$ cat src/rtl/pt_stats_pkg.sv
// Shared display-mode encodings and width-generic saturating adder for the
// passthrough traffic statistics block.
package pt_stats_pkg;

    typedef enum logic [1:0] {
        MODE_FRAMES = 2'd0,
        MODE_BYTES  = 2'd1,
        MODE_ERRORS = 2'd2
    } mode_e;

    // Adds two values that are both known to fit in 'width' bits; the result
    // either clamps at all-ones or wraps modulo 2^width.
    function automatic logic [31:0] sat_add(
        input logic [31:0] a,
        input logic [31:0] b,
        input int unsigned width,
        input logic        sat
    );
        logic [32:0] sum;
        logic [32:0] lim;
        sum = {1'b0, a} + {1'b0, b};
        lim = (33'd1 << width) - 33'd1;
        if (sat && (sum > lim)) begin
            return lim[31:0];
        end
        return sum[31:0] & lim[31:0];
    endfunction

endpackage

$ cat src/rtl/pt_stats_chan.sv
// One monitored channel: frame, byte and error counters plus a sticky
// error flag, with synchronous clear taking priority over strobes.
module pt_stats_chan
    import pt_stats_pkg::*;
#(
    parameter int unsigned CNT_W = 16,
    parameter bit          SAT   = 1'b1
) (
    input  logic             clk_50,
    input  logic             reset_n,
    input  logic             clear,
    input  logic             frame_stb,
    input  logic [15:0]      frame_len,
    input  logic             err_stb,
    output logic [CNT_W-1:0] frame_cnt,
    output logic [CNT_W-1:0] byte_cnt,
    output logic [CNT_W-1:0] err_cnt,
    output logic             err_led
);

    logic [CNT_W-1:0] len_c;

    assign len_c = CNT_W'(frame_len);

    always_ff @(posedge clk_50 or negedge reset_n) begin
        if (!reset_n) begin
            frame_cnt <= '0;
            byte_cnt  <= '0;
            err_cnt   <= '0;
            err_led   <= 1'b0;
        end else if (clear) begin
            frame_cnt <= '0;
            byte_cnt  <= '0;
            err_cnt   <= '0;
            err_led   <= 1'b0;
        end else begin
            if (frame_stb) begin
                frame_cnt <= CNT_W'(sat_add(32'(frame_cnt), 32'd1, CNT_W, SAT));
                byte_cnt  <= CNT_W'(sat_add(32'(byte_cnt), 32'(len_c), CNT_W, SAT));
            end
            if (err_stb) begin
                err_cnt <= CNT_W'(sat_add(32'(err_cnt), 32'd1, CNT_W, SAT));
                err_led <= 1'b1;
            end
        end
    end

endmodule

$ cat src/rtl/pt_stats_mux.sv
// N-channel traffic statistics with manual or timed auto-scan channel
// selection and a holdable packed hex-digit display register.
module pt_stats_mux
    import pt_stats_pkg::*;
#(
    parameter int unsigned NUM_CH   = 2,
    parameter int unsigned CNT_W    = 16,
    parameter int unsigned DIGITS   = 8,
    parameter int unsigned SCAN_DIV = 50000000,
    parameter bit          SAT      = 1'b1,
    localparam int unsigned CH_W    = (NUM_CH > 1) ? $clog2(NUM_CH) : 1
) (
    input  logic                clk_50,
    input  logic                reset_n,
    input  logic                clear_i,
    input  logic [NUM_CH-1:0]   frame_stb_i,
    input  logic [NUM_CH*16-1:0] frame_len_i,
    input  logic [NUM_CH-1:0]   err_stb_i,
    input  logic [1:0]          mode_i,
    input  logic                auto_scan_i,
    input  logic [CH_W-1:0]     ch_sel_i,
    input  logic                hold_i,
    output logic [4*DIGITS-1:0] disp_o,
    output logic [CH_W-1:0]     disp_ch_o,
    output logic [NUM_CH-1:0]   err_led_o
);

    localparam int unsigned DW    = 4 * DIGITS;
    localparam int unsigned TMR_W = $clog2(SCAN_DIV);

    logic [CNT_W-1:0] frame_cnt [NUM_CH];
    logic [CNT_W-1:0] byte_cnt  [NUM_CH];
    logic [CNT_W-1:0] err_cnt   [NUM_CH];

    logic [TMR_W-1:0] timer;
    logic [CH_W-1:0]  idx;
    logic [CH_W-1:0]  sel_idx;
    logic [CH_W-1:0]  next_idx;
    logic [CH_W-1:0]  cur_idx;
    logic             auto_q;
    logic [CNT_W-1:0] sel_cnt;

    for (genvar g = 0; g < NUM_CH; g++) begin : g_chan
        pt_stats_chan #(
            .CNT_W(CNT_W),
            .SAT  (SAT)
        ) u_chan (
            .clk_50   (clk_50),
            .reset_n  (reset_n),
            .clear    (clear_i),
            .frame_stb(frame_stb_i[g]),
            .frame_len(frame_len_i[16*g +: 16]),
            .err_stb  (err_stb_i[g]),
            .frame_cnt(frame_cnt[g]),
            .byte_cnt (byte_cnt[g]),
            .err_cnt  (err_cnt[g]),
            .err_led  (err_led_o[g])
        );
    end

    assign sel_idx  = (32'(ch_sel_i) >= NUM_CH) ? '0 : ch_sel_i;
    assign next_idx = (32'(idx) == NUM_CH - 1) ? '0 : idx + CH_W'(1);
    // Manual selection bypasses the index register so the display follows
    // ch_sel_i one cycle after it changes.
    assign cur_idx  = auto_scan_i ? idx : sel_idx;

    always_comb begin
        sel_cnt = frame_cnt[cur_idx];
        case (mode_e'(mode_i))
            MODE_BYTES:  sel_cnt = byte_cnt[cur_idx];
            MODE_ERRORS: sel_cnt = err_cnt[cur_idx];
            default:     sel_cnt = frame_cnt[cur_idx];
        endcase
    end

    // auto_q resets high so leaving reset already in auto mode keeps the
    // reset-loaded timer rather than reloading it a second time.
    always_ff @(posedge clk_50 or negedge reset_n) begin
        if (!reset_n) begin
            timer  <= TMR_W'(SCAN_DIV - 1);
            idx    <= '0;
            auto_q <= 1'b1;
        end else begin
            auto_q <= auto_scan_i;
            if ((auto_scan_i && !auto_q) || (timer == '0)) begin
                timer <= TMR_W'(SCAN_DIV - 1);
            end else begin
                timer <= timer - TMR_W'(1);
            end
            if (!auto_scan_i) begin
                idx <= sel_idx;
            end else if (auto_q && (timer == '0)) begin
                idx <= next_idx;
            end
        end
    end

    always_ff @(posedge clk_50 or negedge reset_n) begin
        if (!reset_n) begin
            disp_o    <= '0;
            disp_ch_o <= '0;
        end else if (!hold_i) begin
            disp_o    <= DW'(sel_cnt);
            disp_ch_o <= cur_idx;
        end
    end

endmodule

$ cat config.mk
export PLATFORM = sky130hd
export DESIGN_NAME = pt_stats_mux
export DESIGN_NICKNAME = d
export VERILOG_FILES = /design/src/rtl/pt_stats_pkg.sv /design/src/rtl/pt_stats_chan.sv /design/src/rtl/pt_stats_mux.sv
export SDC_FILE = /design/constraint.sdc
export NUM_CORES = 1
export LEC_CHECK = 0
export ABC_AREA = 1
export CAP_MARGIN = 0
export CORE_MARGIN = 4
export CORE_UTILIZATION = 45
export CTS_BUF_LIST = sky130_fd_sc_hd__clkbuf_2
export DETAILED_ROUTE_END_ITERATION = 8
export PLACE_DENSITY = 0.69
export SLEW_MARGIN = 20
export SYNTH_ARGS = -nofsm -noshare
export SYNTH_HDL_FRONTEND = slang
export SYNTH_SLANG_ARGS = --single-unit
$ cat constraint.sdc
create_clock -name clk_50 -period 3.9 [get_ports clk_50]
set_input_delay 0.39 -clock clk_50 [delete_from_list [all_inputs] [get_ports clk_50]]
set_output_delay 0.39 -clock clk_50 [all_outputs]
set_load 0.02 [all_outputs]
==> flow_metrics.env, run 1 <==
# yosys + openroad results
export IMPL_path_class="register to register"
export IMPL_power_density_nw_per_um2=404.1
export IMPL_hold_end="auto_q$_DFF_PN1_"
export IMPL_hold_start="auto_scan_i"
export IMPL_drt_pass1_iterations=6
export IMPL_final_cell_mix="459 x nand2_1, 183 x inv_1, 180 x nor2_1"
export IMPL_lay_top_count="nand2_1"
export IMPL_chip_area_um2=26200
export IMPL_grt_overflow_total=0
export IMPL_num_nets_final=1706
export IMPL_slew_headroom_pct=32.86
export IMPL_cts_setup_buffers=0
export IMPL_crit_path_end_kind="register"
export IMPL_setup_tns_ns=0
export IMPL_min_period_ns=2.605
export IMPL_cts_tree="done"
export IMPL_finalWirelength_um=29580
export IMPL_hold_depth=1
export IMPL_r2r_start="g_chan[0].u_chan.err_cnt[1]$_DFFE_PN0P_"
export IMPL_r2r_cells=9
export IMPL_grt_setup_unrepaired="no"
export IMPL_status="finished, final reports clean"
export IMPL_max_slew_worst_pin_slew_ns=1.006
export IMPL_synth_top_cell_by_area="dfrtp_1"
export IMPL_ys_seq_share_pct=33.82
export IMPL_drv_cap=0
==> run 1: final cells by class <==
cell class | count | area [µm²] | area share (%)
clock inverter | 14 | 133.9 | 1.144
antenna | 1 | 2.502 | 0.02139
multi-input combinational | 1194 | 6052 | 51.72
tap | 319 | 399.1 | 3.411
clock buffer | 18 | 90.09 | 0.7699
sequential | 143 | 3602 | 30.78
inverter | 186 | 699.4 | 5.977
timing repair buffer | 75 | 721.9 | 6.170
==> run 1: Yosys cell counts, types with 14 or more instances <==
master and instances:
nand2_1 459, inv_1 183, nor2_1 183, nand3_1 136, dfrtp_1 124, o21ai_0 108, ha_1 43, xor2_1 36
a21oi_1 34, clkbuf_1 27, nand4_1 26, o221ai_1 21, nor3_1 20, buf_4 19, dfstp_2 19, a31oi_1 16
nand3_2 14, xnor2_1 14
==> run 1: routing by layer <==
| metal | global-route usage (%) | vias up | wire length [µm] |
|---|---|---|---|
| met3 | 3.324 | 39 | 1441 |
| met5 | 0 | - | 0 |
| li1 | - | 5157 | - |
| met2 | 34.34 | 270 | 13260 |
| met4 | 5.767 | 0 | 559 |
| met1 | 33.71 | 4802 | 14310 |
==> run 1: where the power goes <==
| group | internal [mW] | switching, mW |
|---|---|---|
| clock | 0.244 | 0.620 |
| combinational | 0.711 | 1.26 |
| sequential | 1.70 | 0.198 |
==> run 1: worst max path at each step <==
stage	from	endpoint	depth (start not counted)
after floorplan	frame_len_i[27]	g_chan[1].u_chan.byte_cnt[10]$_DFFE_PN0P_	9
after global placement	frame_len_i[0]	g_chan[0].u_chan.byte_cnt[7]$_DFFE_PN0P_	13
after detailed placement	frame_len_i[7]	g_chan[0].u_chan.byte_cnt[6]$_DFFE_PN0P_	10
after CTS	g_chan[0].u_chan.err_cnt[1]$_DFFE_PN0P_	g_chan[0].u_chan.err_cnt[2]$_DFFE_PN0P_	9
after global routing	g_chan[0].u_chan.err_cnt[1]$_DFFE_PN0P_	g_chan[0].u_chan.err_cnt[6]$_DFFE_PN0P_	9
final	g_chan[0].u_chan.err_cnt[1]$_DFFE_PN0P_	g_chan[0].u_chan.err_cnt[1]$_DFFE_PN0P_	9
==> run 1: stage by stage <==
step / hold slack [ns] / std cells / cell area (µm²) / worst slack [ns] / util (%)
2_1_floorplan: 0.09441 / 1586 / 10710 / 1.836 / -
3_3_place_gp: 0.4397 / 1916 / 11460 / 1.123 / 48.98
3_5_place_dp: 0.4470 / 1916 / 11460 / 1.046 / 48.98
4_1_cts: 0.08264 / 1949 / 11700 / 1.304 / 49.98
5_1_grt: 0.06626 / 1950 / 11700 / 1.034 / 50.00
6_report: 0.1257 / 1950 / 11700 / 1.295 / 50.00
==> run 1: cell families (layout without fill, tap and decap cells) <==
family,Yosys count,in the layout,share of synthesized area (%)
AND-OR/OR-AND,210,210,11.54
XOR/XNOR,50,50,4.111
AND/OR/NAND/NOR,873,873,35.11
adder cells (fa/ha/maj),45,45,5.427
buffers and inverters,249,293,9.961
flip-flops,143,143,33.82
other,1,17,0.03521
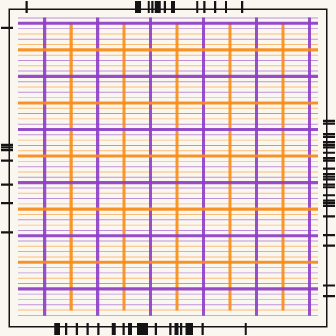
Fig. 1. Floorplan with the power grid (run 1).
Pins as bars on the die edge.
- VDD: orange
- VSS: purple
- met5 straps: 11
- rows: 56
- met1 rails: 57
- signal pins: 79
worst vdd ir: 169.8 µV
core area: 23400 µm²

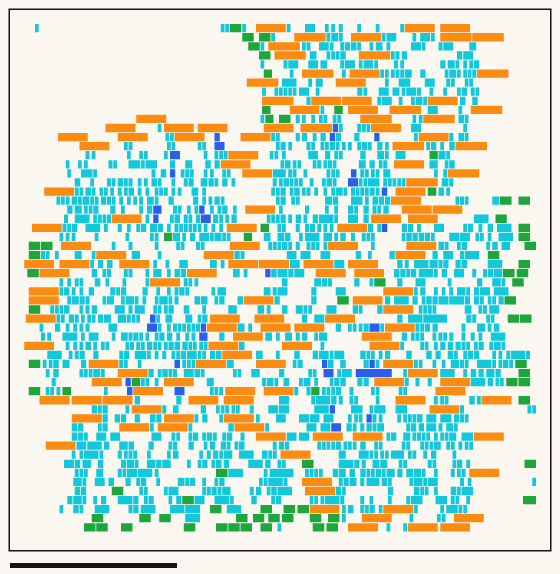
Fig. 2. Cells coloured by class (run 1).
The bar under the picture is 50 µm long.
- all other logic: cyan (cells 1380)
- flops: orange (cells 143)
- other buffers and delay cells: green (cells 75)
- clock drivers and dummy loads: blue (cells 32)
sequential share of cell area: 30.78%
fin util: 50.00%
cell area after layout: 11700 µm²

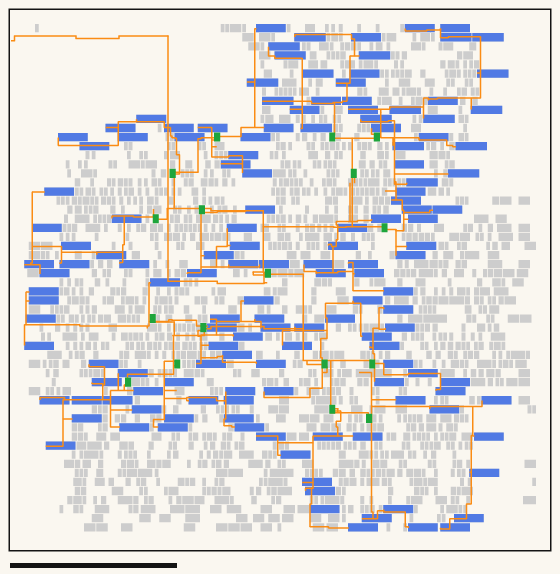
Fig. 3. Clock network drawn from the DEF (run 1).
The bar under the picture is 50 µm long.
- clock wires: orange (length 2020 µm)
- cells driving clock nets: green (count 17)
- flip-flops: blue (count 143)
- routed clock nets: 18

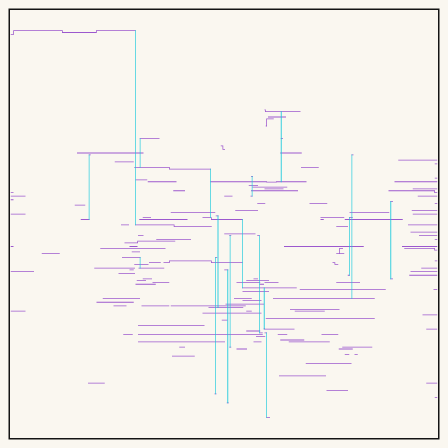
Fig. 4. Routed metal, one colour a layer (run 1).
Two of the layers only.
- met4: cyan (wire length 560 µm)
- met3: purple (wire length 1440 µm)

Fig. 5: run 1, clock nets
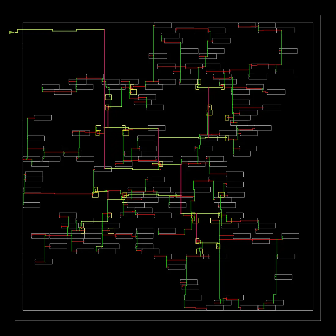

==> run 2: changes to the inputs <==
PLACE_DENSITY = 0.71   (was 0.69)
clock period = 2.2 ns   (was 3.9 ns; I/O delays follow)
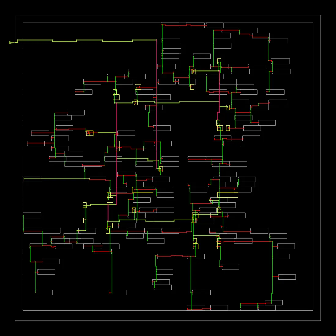
Fig. 6. Clock nets (run 2).
Clk Latency, worst-skew pair: 0.74 ns
Worst Skew: 0.03678 ns
# clock sinks: 143
registers: 143

==> flow_metrics.env, run 2 <==
# yosys + openroad results
export IMPL_status="finished, final reports clean"
export IMPL_crit_path_end_kind="register"
export IMPL_drv_cap=0
export IMPL_whs_ns=0.08429
export IMPL_comb_area_um2=6367
export IMPL_hold_depth=3
export IMPL_finalWirelength_um=31370
export IMPL_met1_usage_pct=33.56
export IMPL_drt_pass1_iterations=5
export IMPL_adder_share_pct=5.427
export IMPL_power_density_nw_per_um2=721.5
export IMPL_common_cells="459 x nand2_1, 183 x inv_1, 183 x nor2_1"
export IMPL_pre_cts_ws_ns=-0.3200
export IMPL_final_cell_mix="456 x nand2_1, 179 x inv_1, 165 x nor2_1"
export IMPL_slew_headroom_pct=42.02
export IMPL_synthTopLogicFamily="simple AND/OR/NAND/NOR gates"
export IMPL_r2r_cells=9
export IMPL_grt_setup_unrepaired="yes"
export IMPL_synth_top_cell_by_area="dfrtp_1"
export IMPL_setup_tns_ns=0
export IMPL_ys_sh_simple_pct=35.11
export IMPL_chip_area_um2=26200
export IMPL_grtUsageMet2_pct=35.90
export IMPL_grt_overflow_total=0
export IMPL_num_nets_final=1798
export IMPL_aoi_share_pct=11.54
[run 2: cell count changes in the layout (fill, tap and decap cells not counted), sizes merged, moves of 2 or more]
cell / before / now
buf: 13 / 99
clkinv: 8 / 5
clkinvlp: 2 / 4
dlygate4sd3: 1 / 3
nand2: 465 / 467
nand3: 150 / 152
[run 2: path summary, 6_finish.rpt]
kind | start | to | slack (ns)
hold reg to reg | timer[0]$_DFF_PN1_ | timer[0]$_DFF_PN1_ | 0.48
setup / recovery | g_chan[1].u_chan.byte_cnt[9]$_DFFE_PN0P_ | g_chan[1].u_chan.byte_cnt[10]$_DFFE_PN0P_ | 0.13
max in group asynchronous | reset_n | timer[13]$_DFF_PN1_ | 1.29
hold / removal | err_stb_i[0] | g_chan[0].u_chan.err_led$_DFFE_PN0P_ | 0.08
setup reg to reg | g_chan[1].u_chan.byte_cnt[9]$_DFFE_PN0P_ | g_chan[1].u_chan.byte_cnt[10]$_DFFE_PN0P_ | 0.13
min in group asynchronous | reset_n | g_chan[0].u_chan.err_cnt[15]$_DFFE_PN0P_ | 0.57
[run 2: kinds of logic after synthesis]
kind of cell / count (synthesis)
buffers and inverters: 249
AOI/OAI and AO/OA: 210
and+or+nand+nor: 873
adders and majority gates: 45
xor gates and xnor gates: 50
other: 1
DFF: 143
[run 2: where the power goes]
| group | leakage, nW | internal [mW] | switching, mW |
|---|---|---|---|
| combinational | 4.36 | 1.87 | 2.45 |
| clock | 0.134 | 0.530 | 1.03 |
| sequential | 1.83 | 3.01 | 0.353 |
[run 2: area by class of cell]
class | instances | share of cell area (%)
tap | 319 | 3.116
multi-input combinational | 1198 | 49.72
inverter | 186 | 5.490
antenna | 1 | 0.01954
clock buffer | 19 | 0.7425
clock inverter | 13 | 1.084
timing repair buffer | 163 | 11.61
sequential | 143 | 28.22
[run 2: critical path, delay by kind of cell, from the launching register on]
family | cells | cell delay [ns]
AND-OR/OR-AND | 5 | 0.81
flip-flops | 1 | 0.46
adder cells (fa/ha/maj) | 1 | 0.35
buffers and inverters | 2 | 0.23
AND/OR/NAND/NOR | 1 | 0.12
[run 2: layer usage]
metal	routed length [µm]	part of all wire [%]
met5	0	0
met4	893	2.8
met1	14440	46
met3	2117	6.7
met2	13920	44
[run 2: per-stage QoR]
step / utilization, % / instances / cell area, µm²
2_1_floorplan: - / 1586 / 10710
3_3_place_gp: 51.61 / 1988 / 12080
3_5_place_dp: 51.61 / 1988 / 12080
4_1_cts: 52.95 / 2024 / 12390
5_1_grt: 54.73 / 2042 / 12810
6_report: 54.73 / 2042 / 12810
[run 2: what timing repair did]
item | in CTS | in global routing
hold buffers | 4 | 0
endpoints found under the hold margin | 125 | 0
pin swaps | 0 | 23
buffers inserted | 0 | 13
gates cloned | 0 | 4
endpoints found under the setup margin | 30 | 113
resized | 6 | 90
Power and IR drop assume default switching activity.
